==> config.mk <==
export PLATFORM = sky130hd
export DESIGN_NAME = hpdmc_cmdsched
export DESIGN_NICKNAME = d
export VERILOG_FILES = /design/src/rtl/hpdmc_pkg.sv /design/src/rtl/hpdmc_openrows.sv /design/src/rtl/hpdmc_cmdsched.sv
export SDC_FILE = /design/constraint.sdc
export NUM_CORES = 1
export LEC_CHECK = 0
export CAP_MARGIN = 15
export CORE_UTILIZATION = 53
export DETAILED_ROUTE_END_ITERATION = 8
export HOLD_SLACK_MARGIN = 0.02
export PLACE_DENSITY_LB_ADDON = 0.05
export SKIP_CTS_REPAIR_TIMING = 1
export SYNTH_ARGS = -nofsm -noshare
export SYNTH_HDL_FRONTEND = slang
export SYNTH_HIERARCHICAL = 1
export SYNTH_SLANG_ARGS = --single-unit
==> constraint.sdc <==
create_clock -name sys_clk -period 2.8 [get_ports sys_clk]
set_input_delay 0.56 -clock sys_clk [delete_from_list [all_inputs] [get_ports sys_clk]]
set_output_delay 0.56 -clock sys_clk [all_outputs]
set_load 0.05 [all_outputs]
**Clock routing**

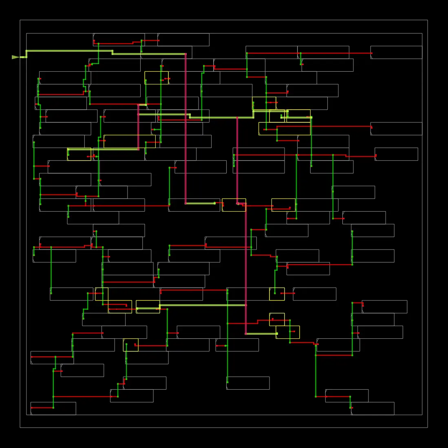
worst skew pair latency: 0.36 ns
P_clk: 982 uW
flop count: 88
Final Skew: 0.00901 ns
clock buffers: 9

**Wiring by layer**

Two of the layers only.
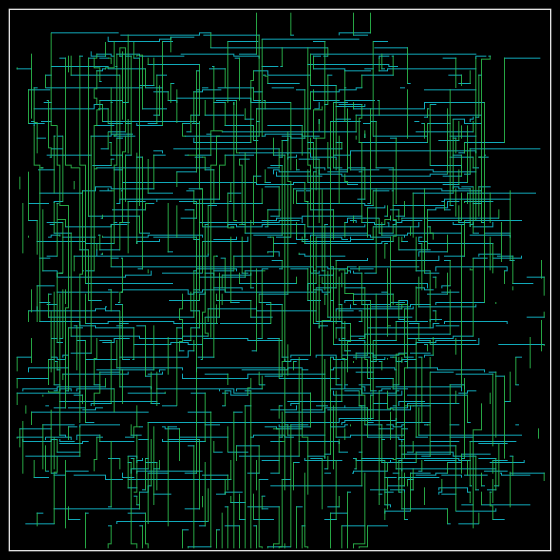
Key: met1 = cyan [wire length 3550 um]; met2 = green [wire length 3980 um]
DR WL/cell: 17.3 um
routed vias: 2545

==> flow_summary.toml <==
# yosys + openroad results
[status]
status = "completed"

[pwr]
swShare = 0.359
power_frac_seq = 0.408
clkPwrFrac = 0.224
p_leak_nw = 1.95
intPower_mw = 2.81
peakVddDrop_mv = 0.818
p_total_mw = 4.38
comb-power_mw = 1.61
p_per_area_mw_per_mm2 = 873
seq-power_mw = 1.79
maxPowerGroup = "registers"
p_sw_mw = 1.57

[yosys]
avgSynthCellArea_um2 = 14.0
syn_nets = 316
synth-async-reset-ratio = 0.409
synth-xor-area-share = 0.0387
yosysWarningCount = 6
mux_area_frac = 0.129
edf_count = 52
yosys_area_mm2 = 0.00384
flop_cell = "edfxtp_1"
syn-cell-area_mm2 = 0.00384
top_logic_kind = "multiplexers"
ys_seq_frac = 0.642
aoi_share = 0.0706
ys_cells = 275
synth-simple-area-share = 0.0862
synth_cell_types = 46
synth_flops = 88
yosysTopAreaCell = "edfxtp_1"
topCellsByArea = "edfxtp_1 41%, dfrtp_1 21%, mux4_2 6.4%"
fa_ha_area_frac = 0.00651

[grt]
antenna_found_initial = 0
use_met3 = 0.0588
top_usage_layer = "met2"
grt_pass1_vias = 2474
globalRouteMet2Util = 0.388
gr-total-overflow = 0
grt_pass1_wl_mm = 13.1
grt_max_degree = 33
use_met1 = 0.323
grtUsageTotal = 0.242

[setup_path]
cp_data_required_time_ns = 3.10
cp-end-kind = "flop"
critical_path.max_fanout = 7
r2r_slack_ns = 0.46
start_kind = "input port"
arrival_ns = 2.77
rr_worst_depth = 9
critical_path_class = "in -> reg"

[cells_and_area]
flop_area_mm2 = 0.00247
mostFrequentLayoutCells = "62 x clkdlybuf4s50_1, 52 x edfxtp_1, 32 x dfrtp_1"
antennaDiodeCount = 0
layoutNonFillerInstCount = 467
drive_above_1_share = 0.199
comb_area_mm2 = 0.00129
final_core_util = 0.726
final_common_cell = "clkdlybuf4s50_1"
nNetsFinal = 407
area_delta_synth_final_pct = 30.5
fillCellCount = 508
largest_reg_flops = 52
finalInstanceArea_mm2 = 0.00502

[clock_tree]
cts_tree = "done"
numCtsBuffers = 9
clock_path_buffers = 2
clockRootBuffer = "clkbuf_8"
clk_pin_slew_ns = 0.09
h-tree-depth = 3

[placed_design]
dp_hpwl_mm = 5.72
dp.cells = 451
portBuffers = 64
placed_cell_area_mm2 = 0.00476
gp_congestion = 0.758

[timing]
setup-tns-final_ns = 0
finalSetupViolCount = 0
fmax_mhz = 405
fin_crit_ns = 2.47
whs_ns = 0.426
setup_ws_ns = 0.329
rsz0062_at_grt = "false"
finalHoldViolCount = 0
timing.final.crit_share = 0.883
relSlewSlack = 0.295

[floorplanning]
fp_util = 0.557
io_pins = 65
core_mm2 = 0.00691
rows = 30
die_h_um = 87.2
dieArea_mm2 = 0.00760

[route]
drt_first_pass_iters = 4
first_iter_violations = 108
wl_met3_um = 345
vias_per_cell = 5.45
drt_wl_total_mm = 8.08
drc = 0
route.met2.wl_mm = 3.98
drt-met1-wl_mm = 3.55
top_layer_used = "met4"
antenna_left = 0

[min_path]
hp-class = "in -> async"

[job]
max-cap-violations = 0
warning_count = 27
cells in the mapped netlist, drive strengths merged, types with 5 or more instances:
library cell   n
mux2           6
xnor2         10
buf            9
nor3           7
a211oi         5
nand2         17
edfxtp        52
xor2           7
nand2b         5
inv            9
o21ai         15
nor2          22
dfrtp         32
mux2i         18
mux4          11
a21oi          8
worst max-delay path, cell delays in order:
cell and delay [ns]:
dlymetal6s2s_1 0.11, buf_6 0.16, mux4_2 0.53, xor2_2 0.16
nor4_2 0.30, nand4_1 0.15, nor4_2 0.26, buf_4 0.17
a31oi_1 0.07, o21ai_1 0.14, mux2_4 0.16
layout make-up:
class	count	area share
sequential	88	0.492
multi-input combinational	165	0.258
timing repair buffer	93	0.174
clock buffer	9	0.0247
tap	96	0.0239
clock inverter	7	0.0205
inverter	9	0.00673
Power and IR drop assume default switching activity.
